`src/rtl/valve_sequencer.sv`:
```
`timescale 1ns/1ps
// valve_sequencer: runs a small valve program fetched from an external
// instruction memory (SET / WAIT / JUMP / END), driving eight valve lines.
// Optional build macro VALVE_STEP_LIMIT_EN adds a runaway-program guard that
// stops a run after 1023 executed instructions without an END.
//
// Control protocol: there is no valid/ready pair on this block. start is
// sampled every cycle and a run launches on a 0->1 transition seen while in
// IDLE or DONE; abort is a level acted upon at the next rising edge and wins
// over everything else. read_data must hold the word at address one cycle
// after address changes.
module valve_sequencer #(
    parameter int TICK_DIV = 100000
) (
    input  logic        clk,
    input  logic        reset,
    input  logic        start,
    input  logic        abort,
    input  logic [12:0] read_data,
    output logic [7:0]  address,
    output logic [7:0]  valves,
    output logic        busy,
    output logic        done,
    output logic        error,
    output logic [2:0]  state_dbg
);

    typedef enum logic [2:0] {
        S_IDLE  = 3'd0,
        S_FETCH = 3'd1,
        S_EXEC  = 3'd2,
        S_WAIT  = 3'd3,
        S_DONE  = 3'd4
    } state_t;

    localparam logic [1:0] OP_SET  = 2'b00;
    localparam logic [1:0] OP_WAIT = 2'b01;
    localparam logic [1:0] OP_JUMP = 2'b10;
    localparam logic [1:0] OP_END  = 2'b11;

    // Prescaler counts 0..TICK_DIV-1; keep at least one bit for TICK_DIV = 1.
    localparam int PW = (TICK_DIV > 1) ? $clog2(TICK_DIV) : 1;
    localparam logic [PW-1:0] PRESC_MAX = PW'(TICK_DIV - 1);

    state_t        state, state_n;
    logic [7:0]    pc, pc_n;
    logic [7:0]    address_n;
    logic [7:0]    valves_n;
    logic          done_n;
    logic          start_hist;
    logic          start_edge;
    logic [10:0]   wait_cnt, wait_cnt_n;
    logic [PW-1:0] presc, presc_n;
    logic [1:0]    op;

`ifdef VALVE_STEP_LIMIT_EN
    // The 1023rd EXEC is the one that sees 1022 already counted.
    localparam logic [9:0] STEP_LAST = 10'd1022;
    logic [9:0] step_cnt, step_cnt_n;
    logic       error_r, error_n;
    assign error = error_r;
`else
    assign error = 1'b0;
`endif

    assign start_edge = start & ~start_hist;
    assign op         = read_data[12:11];
    assign busy       = (state == S_FETCH) || (state == S_EXEC) || (state == S_WAIT);
    assign state_dbg  = state;

    // Next-state, program counter, valve and timer decisions.
    always_comb begin
        state_n    = state;
        pc_n       = pc;
        valves_n   = valves;
        done_n     = done;
        wait_cnt_n = wait_cnt;
        presc_n    = presc;
`ifdef VALVE_STEP_LIMIT_EN
        step_cnt_n = step_cnt;
        error_n    = error_r;
`endif
        if (abort && (state != S_IDLE)) begin
            state_n  = S_IDLE;
            pc_n     = 8'd0;
            valves_n = 8'd0;
        end else begin
            case (state)
                S_IDLE, S_DONE: begin
                    // abort also suppresses a launch while already idle
                    if (start_edge && !abort) begin
                        state_n = S_FETCH;
                        pc_n    = 8'd0;
                        done_n  = 1'b0;
`ifdef VALVE_STEP_LIMIT_EN
                        error_n    = 1'b0;
                        step_cnt_n = 10'd0;
`endif
                    end
                end
                S_FETCH: begin
                    state_n = S_EXEC;
                end
                S_EXEC: begin
`ifdef VALVE_STEP_LIMIT_EN
                    step_cnt_n = step_cnt + 10'd1;
                    if ((step_cnt == STEP_LAST) && (op != OP_END)) begin
                        state_n  = S_DONE;
                        error_n  = 1'b1;
                        done_n   = 1'b0;
                        valves_n = 8'd0;
                    end else
`endif
                    begin
                        case (op)
                            OP_SET: begin
                                valves_n = read_data[7:0];
                                pc_n     = pc + 8'd1;
                                state_n  = S_FETCH;
                            end
                            OP_WAIT: begin
                                if (read_data[10:0] != 11'd0) begin
                                    wait_cnt_n = read_data[10:0];
                                    presc_n    = '0;
                                    state_n    = S_WAIT;
                                end else begin
                                    pc_n    = pc + 8'd1;
                                    state_n = S_FETCH;
                                end
                            end
                            OP_JUMP: begin
                                pc_n    = read_data[7:0];
                                state_n = S_FETCH;
                            end
                            default: begin
                                state_n = S_DONE;
                                done_n  = 1'b1;
                            end
                        endcase
                    end
                end
                S_WAIT: begin
                    if (presc == PRESC_MAX) begin
                        presc_n    = '0;
                        wait_cnt_n = wait_cnt - 11'd1;
                        if (wait_cnt == 11'd1) begin
                            pc_n    = pc + 8'd1;
                            state_n = S_FETCH;
                        end
                    end else begin
                        presc_n = presc + PW'(1);
                    end
                end
                default: begin
                    state_n = S_IDLE;
                end
            endcase
        end
        // address tracks pc except in IDLE, where it parks at 0
        address_n = (state_n == S_IDLE) ? 8'd0 : pc_n;
    end

    // State and datapath registers; reset closes the valves without a clock.
    always_ff @(posedge clk or posedge reset) begin
        if (reset) begin
            state      <= S_IDLE;
            pc         <= 8'd0;
            address    <= 8'd0;
            valves     <= 8'd0;
            done       <= 1'b0;
            start_hist <= 1'b1;
            wait_cnt   <= 11'd0;
            presc      <= '0;
        end else begin
            state      <= state_n;
            pc         <= pc_n;
            address    <= address_n;
            valves     <= valves_n;
            done       <= done_n;
            start_hist <= start;
            wait_cnt   <= wait_cnt_n;
            presc      <= presc_n;
        end
    end

`ifdef VALVE_STEP_LIMIT_EN
    // Executed-instruction counter and step-limit flag.
    always_ff @(posedge clk or posedge reset) begin
        if (reset) begin
            step_cnt <= 10'd0;
            error_r  <= 1'b0;
        end else begin
            step_cnt <= step_cnt_n;
            error_r  <= error_n;
        end
    end
`endif

endmodule

```
`config.mk`:
```
export PLATFORM = sky130hd
export DESIGN_NAME = valve_sequencer
export DESIGN_NICKNAME = d
export VERILOG_FILES = /design/src/rtl/valve_sequencer.sv
export SDC_FILE = /design/constraint.sdc
export NUM_CORES = 1
export LEC_CHECK = 0
export ABC_AREA = 0
export CAP_MARGIN = 25
export CORE_MARGIN = 5
export CORE_UTILIZATION = 35
export DETAILED_ROUTE_END_ITERATION = 8
export GPL_ROUTABILITY_DRIVEN = 0
export SYNTH_ARGS = -nofsm -noshare
export SYNTH_HDL_FRONTEND = slang
export SYNTH_SLANG_ARGS = --single-unit
export TNS_END_PERCENT = 20
```
`constraint.sdc`:
```
create_clock -name clk -period 4.4 [get_ports clk]
set_input_delay 0.88 -clock clk [delete_from_list [all_inputs] [get_ports clk]]
set_output_delay 0.88 -clock clk [all_outputs]
set_load 0.05 [all_outputs]
```
==> git commit body, run 1 <==
Update PnR metrics after Yosys + OpenROAD run

- The stage logs contain a warning count of 27.
* Final count of pins violating max slew: 0
* CTS H-tree depth: 3
- The script reports the combined buffer and inverter count of the critical path as 2.
- Slew at the pin closest to its max-slew limit: approximately 1000 ps
- YS warnings: 0
- CP max stage delay: just over 500 ps
* Antenna fix cells: 0
- Measured along the x axis, the die boundary spans about 110 um.
- The core region is 0.00915 mm^2.
- Yosys attributes the largest share of cell area to sky130_fd_sc_hd__dfrtp_1, sky130_fd_sc_hd__o21ai_0, sky130_fd_sc_hd__nor2_1.
- For this run, the detailed router reports a per-instance via density of approximately 5.8.
* Min cycle time layout: 3050 ps
- Number of standard cells in the layout, taps in and fillers out: between 500 and 600
* TritonCTS clock tree: built
- In this build the clock could be raised as far as roughly 330 MHz.
- Chip area in the Yosys report: approximately 0.0033 mm^2
* Sequential area share after synthesis: between 40% and 50%
- Run status: finished clean
* Post-CTS setup-driven buffer insertion count: 0
- For this design, the slowest cell found on the critical path is sky130_fd_sc_hd__clkdlybuf4s50_1.
- The synthesized design contains ~57 register bits.
- The power report attributes to the sequential group a share of 43.9%.
- Hold Fails Final Rpt: 0
- The worst setup path is launched from an input port.
- Area added between synthesis and finish: 21.2%
* Remaining antenna violation count: 0
- Flop-to-flop setup slack: roughly 1800 ps
* Clk sink count: ~57
- In this run the critical path is formed by clkdlybuf4s50_1, nor4_1, nand3_1, a31oi_2, or2_0, buf_4, nand2_1, o21ai_0.
- Net switching is about a third of the power.
- The synthesis report names the predominant flop master as sky130_fd_sc_hd__dfrtp_1.
- I/O pin cnt: 39
* Post-detailed-route wirelength per cell: about 17 um
[run 1: stage by stage]
stage          instance area (um^2)  hold slack (ps)  util [%]
2_1_floorplan                  3260              465         -
3_3_place_gp                   3730              488      40.7
3_5_place_dp                   3730              487      40.7
4_1_cts                        3960              500      43.2
5_1_grt                        3960              528      43.2
6_report                       3960              504      43.2
[run 1: power groups by stage]
stage	combinational, mW	clock (mW)	sequential [mW]
4_1_cts	0.315	0.582	0.686
3_5_place_dp	0.315	0	0.693
3_3_place_gp	0.309	0	0.692
2_1_floorplan	0.186	0	0.713
6_report	0.312	0.569	0.688
5_1_grt	0.347	0.605	0.697
[run 1: layout make-up]
cell class,count,area [um^2]
Sequential cell,57,1430
Tap cell,111,139
Fill cell,887,5190
Clock buffer,11,151
Inverter,9,33.8
Multi-Input combinational cell,277,1710
Clock inverter,5,77.6
Timing Repair Buffer,43,415
[run 1: placed cells by master (no fill, tap or decap), types with 3 or more instances in the layout]
cell type                         instances
sky130_fd_sc_hd__buf_4                    6
sky130_fd_sc_hd__a31oi_1                  7
sky130_fd_sc_hd__nand2b_1                 7
sky130_fd_sc_hd__clkbuf_8                11
sky130_fd_sc_hd__ha_1                     4
sky130_fd_sc_hd__o21ai_1                  3
sky130_fd_sc_hd__nand3b_1                 3
sky130_fd_sc_hd__nor2_1                  33
sky130_fd_sc_hd__a2bb2oi_1                3
sky130_fd_sc_hd__mux2i_1                  3
sky130_fd_sc_hd__nand2_1                 32
sky130_fd_sc_hd__nor4_1                   7
sky130_fd_sc_hd__inv_1                    8
sky130_fd_sc_hd__and3_1                   7
sky130_fd_sc_hd__xnor2_1                  3
sky130_fd_sc_hd__and2_1                   6
sky130_fd_sc_hd__clkdlybuf4s50_1         37
sky130_fd_sc_hd__or3_1                    4
sky130_fd_sc_hd__nand3_1                 19
sky130_fd_sc_hd__a21oi_1                 20
sky130_fd_sc_hd__nand4_1                  5
sky130_fd_sc_hd__o21ai_0                 30
sky130_fd_sc_hd__nor3_1                  16
sky130_fd_sc_hd__o31ai_1                  6
sky130_fd_sc_hd__a22o_1                  10
sky130_fd_sc_hd__dfrtp_1                 56
[run 1: path summary, 6_finish.rpt]
check                                   from           end  cells after the start
max in group asynchronous              reset    address[2]                      3
worst max-delay path            read_data[1]      presc[4]                      8
min in group asynchronous              reset  state_dbg[1]                      2
worst min register to register     presc[16]     presc[16]                      1
worst min-delay path               presc[16]     presc[16]                      1
worst max register to register  state_dbg[2]      presc[9]                      6
[run 1: sequential cells by signal, summed over array words and instances, names as in the netlist]
register and flops:
address 8, pc 8, presc 17, valves 8
done 1, start_hist 1, state_dbg 3, wait_cnt 11
[run 1: logic make-up (layout without fill, tap and decap cells)]
| group | Yosys count | in the layout |
|---|---|---|
| buffers and inverters | 27 | 68 |
| AOI/OAI and AO/OA | 107 | 107 |
| other | 1 | 1 |
| adders and majority gates | 4 | 4 |
| and+or+nand+nor | 158 | 158 |
| xor gates and xnor gates | 4 | 4 |
| DFF | 57 | 57 |
| muxes | 3 | 3 |
[run 1: layer usage]
metal	wire length (um)	track usage (%)	up-vias
met4	171	6.12	0
met3	582	3.31	15
met5	0	0	-
li1	-	-	1408
met2	4150	26.3	100
met1	3770	20.5	1427
Fig. 1: run 1, gate-type map
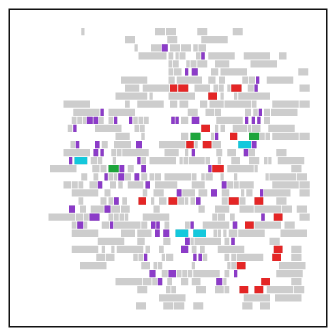
[nand cells] purple | cells: 67 | most used: nand2_1
[non-inverting ao/oa cells] red | cells: 21 | most used: a22o_1
[fa/ha/maj cells] cyan | cells: 4 | most used: ha_1
[mux cells] green | cells: 3 | most used: mux2i_1
logic share of the area: 43.3%
most frequently placed logic cell in the final layout: sky130_fd_sc_hd__dfrtp_1

Fig. 2: run 1, met3 routing
The bar under the picture is 20 um long.
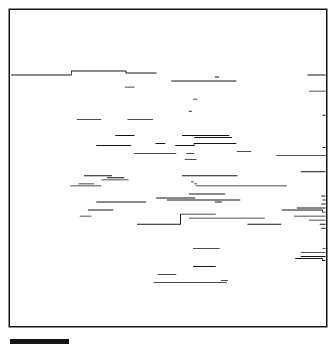
longest straight run: 30.4 um
share of all routed wire: 6.7%
wire length on this layer: 582 um
nets with wire on the layer: 47
detailed-route via count: 2950
M3 GR Usage: 3.31%

Fig. 3: run 1, track usage over the die
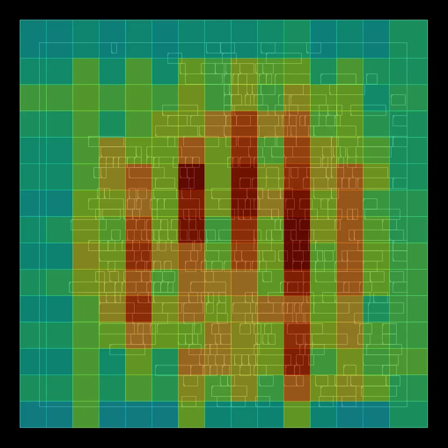
global-route usage over all layers: 15.9%
met2 Track Usage GR: 26.3%

Fig. 4: run 1, metal 2
Cells faint in the background.
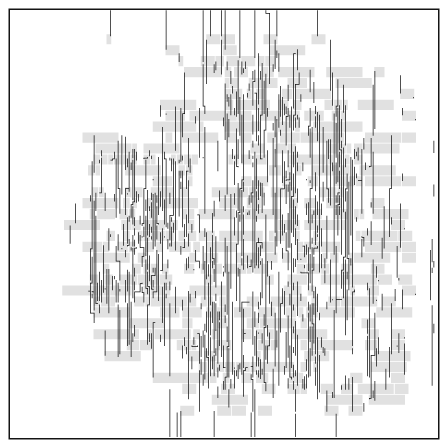

==> run 2: changes to the inputs <==
- clock period: 4.4 -> 2.8 ns (I/O delays scaled with it)
Fig. 5: run 2, metal 2
Cells faint in the background.
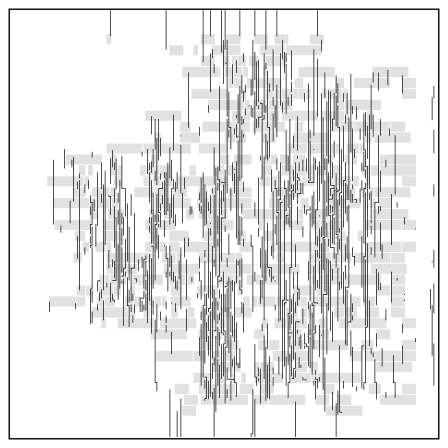
share of all routed wire: 49%
main direction: vertical
detailed-route via count: 2982
total length of routed wires: 9.11 mm
met2 Track Usage GR: 27.3%

==> run 2 against run 1 <==
- non-clock buffer count up 21
- synthesized cell count unchanged
- power up 45%
- critical path type is now reg2out
- largest power group unchanged
- register-to-register slack worse by 1400 ps
- via count up 1.1%
- die size unchanged
- wire length up 5.1%
- count of clock-buffer cells in the layout down 1
- setup slack worse by 1100 ps
- global-route usage up 0.42 points
- hold slack better by 4.6 ps
- flip-flop count unchanged
==> git commit body, run 2 <==
Update PnR metrics after Yosys + OpenROAD run

- The power report shows net switching accounting for between 30% and 40% of the total.
- Placement Cell Area: around 0.004 mm^2
- Once synthesis finished, the tally of register bits stood at approximately 57.
* Smallest hold slack: 509 ps
- Final design area excluding fillers: between 0.004 and 0.005 mm^2
- The longest incremental delay of any stage on the critical path is reported as ~800 ps.
* Most flops, register: presc
- The synthesis report lists the Yosys warning total as 0.
- Final count of pins violating max slew: 0
- Before placement the cells fill between 30% and 40% of the core.
- Primary FF master, synth: sky130_fd_sc_hd__dfrtp_1
* Horizontal die dimension: between 100 and 150 um
- Hold Fails Final Rpt: 0
- Critical Path Slowest Stage Cell: sky130_fd_sc_hd__clkdlybuf4s50_1
* Number of enable flip-flop cells: 0
* Most frequently placed logic cell in the final layout: sky130_fd_sc_hd__dfrtp_1
- I/O pin cnt: 39
- In this design, the largest share of critical-path delay is due to buffers and inverters.
- Max reg flops: 17
- The run finished with clean final reports.
- TritonCTS clock tree: built
- For this run, the share of the core covered by cells in the final layout is 44.4%.
- The tree is rooted in a sky130_fd_sc_hd__clkbuf_8.
- After synthesis, the chip area reported by Yosys is between 0.003 and 0.004 mm^2.
* Critical Path Source Type: register
- The worst path needs around 2600 ps of the cycle, external delays included.
- Detail-routed via count per cell: about 5.6
- Area inside the core boundary: between 0.009 and 0.01 mm^2
- Global-route usage over all layers: 16.3%
- CTS H-tree depth: 3
* Count of warning messages emitted by the tools: 27
- Internal Dissipation: 1.48 mW
- Ranked by total cell area, the synthesized netlist is headed by sky130_fd_sc_hd__dfrtp_1, sky130_fd_sc_hd__o21ai_0, sky130_fd_sc_hd__nor2_1.
- For this design, the sink count on the clock tree is 57.
- In the layout the commonest cells are sky130_fd_sc_hd__dfrtp_1, sky130_fd_sc_hd__clkdlybuf4s50_1, sky130_fd_sc_hd__nor2_1.
* Largest registers: presc x17, wait_cnt x11
* Area added between synthesis and finish: 24.6%
- Count of buffering cells on the critical path with inverters included: 2
- Slew at the pin closest to its max-slew limit: 939 ps
- The share of total power dissipated in sequential elements is 47.0%.
- Post-detailed-route wirelength per cell: 17.1 um
- Traced cell by cell, the critical path runs through inv_1, a21oi_1, clkdlybuf4s50_1.
[run 2: area by class of cell]
class,count,area [um^2]
Fill cell,894,5080
Multi-Input combinational cell,277,1720
Inverter,9,33.8
Clock buffer,10,128
Sequential cell,57,1430
Timing Repair Buffer,64,586
Clock inverter,6,35.0
Tap cell,111,139
[run 2: repair_timing]
| item | in CTS | in global routing |
|---|---|---|
| setup buffers | 0 | 0 |
| resized | 0 | 1 |
| setup endpoints to repair | 0 | 1 |
[run 2: per-stage QoR]
step / setup WS [ps] / std cells
2_1_floorplan: 507 / 361
6_report: 210 / 534
5_1_grt: 65.4 / 534
4_1_cts: 185 / 534
3_3_place_gp: -165 / 518
3_5_place_dp: -178 / 518
[run 2: kinds of logic (layout without fill, tap and decap cells)]
kind of cell	count (synthesis)	after routing	share of synthesized area, %
and+or+nand+nor	158	158	26.5
AOI/OAI and AO/OA	107	107	22.3
DFF	57	57	43.7
buffers and inverters	27	89	3.79
adders and majority gates	4	4	1.53
xor gates and xnor gates	4	4	1.07
muxes	3	3	0.920
other	1	1	0.115
[run 2: layer usage]
metal / vias to the layer above / global-route usage, % / part of all wire (%)
met5: - / 0 / 0
met4: 0 / 5.75 / 1.9
met3: 17 / 3.01 / 3.5
met2: 60 / 27.3 / 49
met1: 1445 / 21.2 / 46
li1: 1460 / - / -
[run 2: power groups by stage]
stage / combinational (mW) / sequential (mW) / clock [mW]
6_report: 0.538 / 1.07 / 0.668
3_3_place_gp: 0.528 / 1.08 / 0
2_1_floorplan: 0.292 / 1.12 / 0
3_5_place_dp: 0.539 / 1.08 / 0
5_1_grt: 0.589 / 1.09 / 0.716
4_1_cts: 0.539 / 1.07 / 0.677
[run 2: worst paths after layout]
check	start	to	slack [ps]	depth (start not counted)
max in group asynchronous	reset	presc[10]	1660	3
setup / recovery	state_dbg[0]	busy	210	3
hold / removal	valves[6]	valves[6]	510	1
min in group asynchronous	reset	state_dbg[0]	560	2
hold reg to reg	valves[6]	valves[6]	510	1
setup reg to reg	presc[5]	address[1]	370	6
[run 2: worst register-to-register path, cell delays in order (launching register included)]
cell                      delay (ps)
sky130_fd_sc_hd__dfrtp_1         460
sky130_fd_sc_hd__nor4_2          330
sky130_fd_sc_hd__nand3_2         180
sky130_fd_sc_hd__nor4_4          720
sky130_fd_sc_hd__o21ai_2         180
sky130_fd_sc_hd__a32o_1          310
sky130_fd_sc_hd__and2_1          150
Fig. 6: run 2, register map, names as in the netlist
Other sequential cells in the stronger gray, the rest of the logic in the fainter gray.
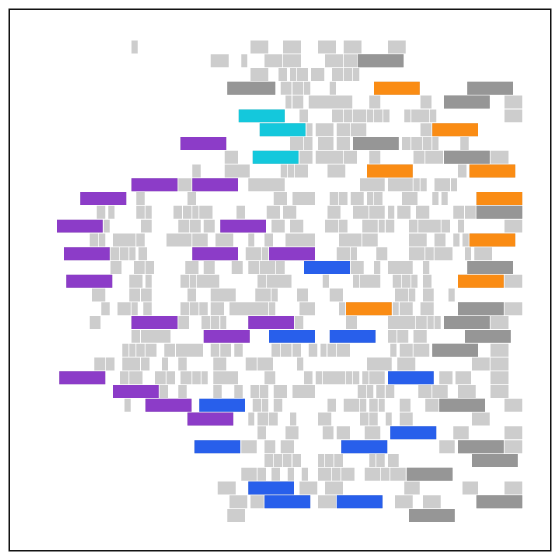

==> run 3: changes to the inputs <==
- CORE_MARGIN: 5 -> not set
- CORE_UTILIZATION: 35 -> 38
Fig. 7: run 3, register map, names as in the netlist
Other sequential cells in the stronger gray, the rest of the logic in the fainter gray.
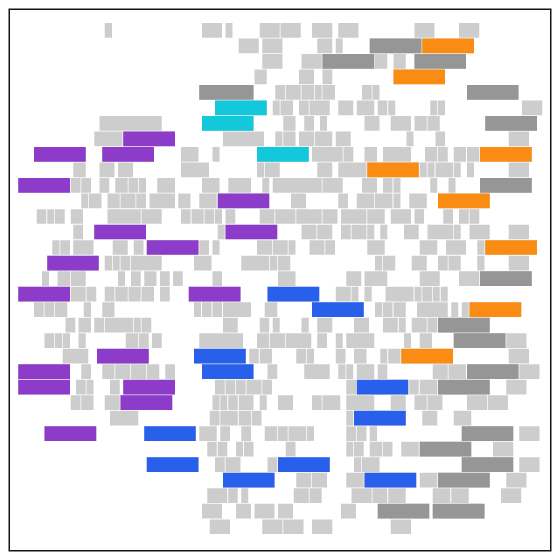
[`pc`] orange | sequential cells: 8
[`presc`] purple | sequential cells: 17
[`wait_cnt`] blue | sequential cells: 11 | where: south
[`state_dbg`] cyan | sequential cells: 3
not colored: 18
power drawn by the sequential cells: 1.08 mW
sequential cell area in the final layout: 0.00143 mm^2
post-route core utilization: 50.1%
Seq area share: 34.5%

==> run 3 against run 2 <==
- power increased by 5.4%
- fmax decreased by 1.3%
- clock skew decreased by 2.8 ps
- clock power increased by 21%
- core utilization increased by 5.7 points
- synthesized cell count unchanged
- critical path type unchanged
- largest cell class unchanged
- largest power group unchanged
==> git commit body, run 3 <==
Update PnR metrics after Yosys + OpenROAD run

* Hold EP: valves[2]
- I/O pin cnt: 39
- The clock H-tree reported by CTS has 3 levels.
- Sequential area share after synthesis: about 44%
* Yosys simple share: 26.5%
* Maximum clock rate: around 380 MHz
- The die is around 95 um wide.
* Global-route usage over all layers: 21.1%
- Critical Path Source Type: register
* Post-synthesis xor/xnor area fraction: under 10%
- Ys flops: roughly 57
* Internal Dissipation: 1.62 mW
- Clk sink count: approximately 57
* Run status: finished clean
* Detailed-route via count: 3028
- In this run, placement finished with an instance count of slightly above 500.
- Clock tree synthesis selected as its root buffer the cell sky130_fd_sc_hd__clkbuf_8.
* Worst R2R Start: presc[5]
- TritonCTS built the clock tree.
- Remaining antenna violation count: 0
- Cts repair resizes: 0
* Worst r2r path cells: 6
* Largest registers: presc x17, wait_cnt x11
- The pre-CTS setup check shows a worst slack of -188 ps.
* Number of enable flip-flop cells: 0
* Most flops, register: presc
- The synthesis report lists the Yosys warning total as 0.
- At the floorplan stage, the core utilization is reported as 39.5%.
* Placement Cell Area: between 0.003 and 0.004 mm^2
- Most frequent cells in the layout: sky130_fd_sc_hd__dfrtp_1, sky130_fd_sc_hd__clkdlybuf4s50_1, sky130_fd_sc_hd__nor2_1
* Share of total power consumed by net switching: between 30% and 40%
- Per the layout report, the design carries between 700 and 800 filler cells.
- Max reg flops: 17
run 3: cell counts after synthesis:
No cell type changed its count.
run 3: logic make-up (layout without fill, tap and decap cells):
kind of cell | count (synthesis) | after routing
AND-OR/OR-AND | 107 | 107
XOR/XNOR | 4 | 4
adder cells (fa/ha/maj) | 4 | 4
buffers and inverters | 27 | 94
flip-flops | 57 | 57
multiplexers | 3 | 3
other | 1 | 1
AND/OR/NAND/NOR | 158 | 158
run 3: metal layers:
metal / vias to the layer above / part of all wire [%] / global-route usage, % / wire [um]
li1: 1467 / - / - / -
met1: 1467 / 43 / 26.5 / 3790
met2: 77 / 49 / 34.3 / 4290
met3: 17 / 5.3 / 4.99 / 466
met4: 0 / 2.4 / 9.47 / 206
met5: - / 0 / 0 / 0
run 3: worst max-delay path by stage:
stage	from	endpoint	slack [ps]	cells past startpoint
after global placement	read_data[12]	wait_cnt[3]	-120	6
after detailed placement	read_data[12]	wait_cnt[8]	-190	6
after floorplan	state_dbg[0]	presc[9]	510	6
final	state_dbg[0]	busy	180	3
after global routing	state_dbg[0]	busy	120	3
after CTS	presc[6]	wait_cnt[3]	90	6
run 3: power by group through the flow:
stage                     Sequential, mW  Combinational (mW)  Clock (mW)
after global placement              1.09               0.504           0
after CTS                           1.08               0.516       0.825
after detailed placement            1.09               0.512           0
after floorplan                     1.12               0.292           0
after global routing                1.10               0.569       0.866
final                               1.08               0.514       0.805
run 3: final cells by class:
class                      instances  area, um^2  area share, %
multi-input combinational        277        1710           41.4
sequential                        57        1430           34.5
timing repair buffer              69         627           15.1
clock buffer                      12         155           3.75
tap                              105         131           3.17
clock inverter                     4        51.3           1.24
inverter                           9        33.8          0.816
run 3: worst max-delay path, stage by stage, from the launching register on:
cell,delay [ps]
sky130_fd_sc_hd__dfrtp_1,600
sky130_fd_sc_hd__inv_1,130
sky130_fd_sc_hd__a21oi_1,180
sky130_fd_sc_hd__clkdlybuf4s50_1,820
Power is estimated from default activity; no workload was simulated.
